Design verificador_tabuleiro, sky130hd; sources not shown.
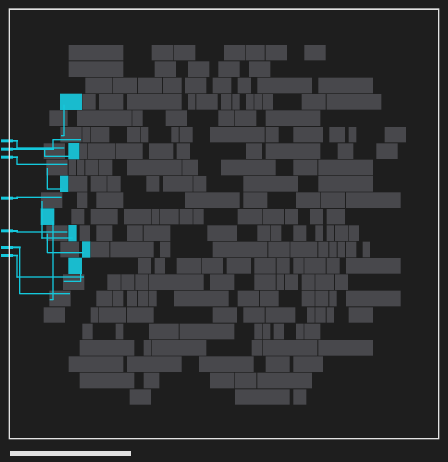
(I/O nets highlighted)
Scale bar: 20 µm.
port	colour	bits	direction	edge	end cells	buffers	wire
`endereco_ram`	cyan	7	output	left	7	7	137 µm
I/O pin count: 27
input/output buffers: 26

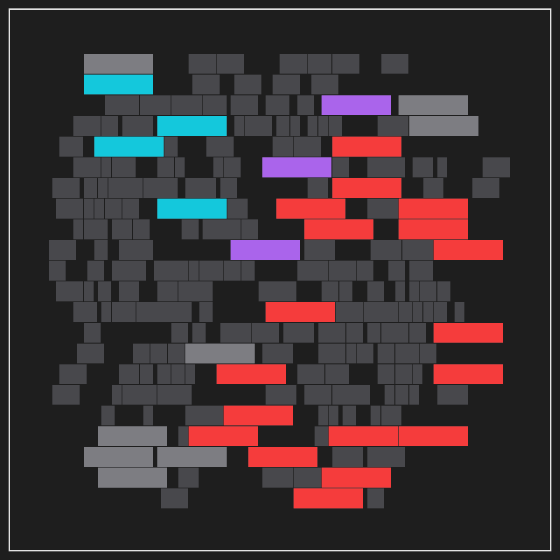
(where the registers sit)
Other sequential cells in the stronger grey, the rest of the logic in the fainter grey.
netlist name	colour	flops
`db_estado`	purple	3
`celulas`	red	18
`indice_reg`	cyan	4
Seq area share: 0.3663
Seq. cell area: 825.8 µm²
power in sequential cells: 441 µW
Layout Utilization: 0.6205

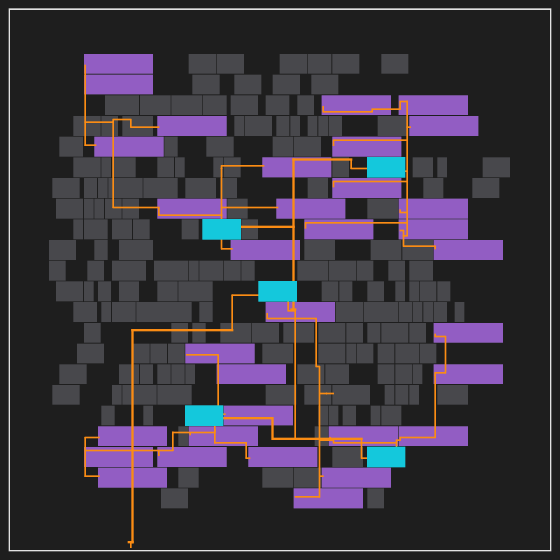
(clock distribution)
[clock wires] orange | length: 418 µm
[clock drivers] cyan | count: 5
[flip-flops] purple | count: 33
routed clock nets	6
clk ins delay skew pair: 0.28 ns
clock-net power: 154 µW

==> results_dict.tcl <==
# flow metrics
set metrics [dict create \
    avgViaCountPerCell 5.578 \
    vias 1428 \
    wl_um 3883 \
    layout-drive-gt1-share 0.1346 \
    ys_warn_count 0 \
    setup_viol 0 \
    logic_gates 129 \
    rows 22 \
    async_flop_share 1.000 \
    hold_depth 1 \
    fmax_mhz 222.1 \
    wl_per_cell_um 15.17 \
    n_fill_cell 311 \
    clock_sinks 33 \
    grt_pass1_vias 1458 \
    cp.buffers_inverters 1 \
    worst-r2r-cell-count 6 \
    tapcell.inserted 48 \
    finalMaxSlewViolations 0 \
    period_used_share 0.6927 \
    netlist_area_mm2 0.001861 \
    synth_cell_types 38 \
    cts_tree "built" \
    start_kind "register" \
    status "finished, final reports clean" \
]
==> report_power, final <==
part | total (mW) | internal, mW | switching, mW
Combinational | 0.724 | 0.381 | 0.344
Clock | 0.154 | 0.0839 | 0.0702
Sequential | 0.441 | 0.304 | 0.137
Total | 1.32 | 0.768 | 0.552
==> synthesized netlist by cell type, types with 2 or more instances <==
cell / count / area share
dfrtp_1: 33 / 0.44
mux2_2: 17 / 0.10
o21ai_0: 13 / 0.035
inv_1: 11 / 0.022
nand2_1: 11 / 0.022
ha_1: 9 / 0.061
nand2b_1: 8 / 0.027
nor2_1: 8 / 0.016
nor2b_1: 7 / 0.024
nor4bb_1: 7 / 0.038
a21o_1: 5 / 0.020
xnor2_1: 5 / 0.024
a21oi_1: 4 / 0.011
a31oi_1: 4 / 0.013
and2_1: 4 / 0.013
nor3_1: 4 / 0.011
nand4_1: 3 / 0.010
clkbuf_1: 2 / 0.0040
nand3b_1: 2 / 0.0081
o311ai_1: 2 / 0.0094
or3_1: 2 / 0.0067
==> cell families after synthesis <==
kind of cell / count (synthesis) / share of synthesized area
buffers and inverters: 16 / 0.03632
xor gates and xnor gates: 6 / 0.02824
DFF: 33 / 0.4438
muxes: 18 / 0.1083
adders and majority gates: 10 / 0.07129
AOI/OAI and AO/OA: 34 / 0.1143
and+or+nand+nor: 61 / 0.1977
==> stage by stage <==
stage               utilization  area (µm²)  setup WS [ns]
floorplan                     -        1861          2.613
global placement         0.5968        2168          2.362
detailed placement       0.5968        2168          2.296
CTS                      0.6205        2255          1.963
global route             0.6205        2255          1.813
finish                   0.6205        2255          1.997
==> metal layers <==
metal / global-route usage / share of wire / vias up
met2: 0.2966 / 0.53 / 48
met1: 0.1986 / 0.42 / 685
met5: 0 / 0 / -
li1: - / - / 690
met3: 0.03835 / 0.041 / 5
met4: 0.06472 / 0.012 / 0
Power is estimated from default activity; no workload was simulated.
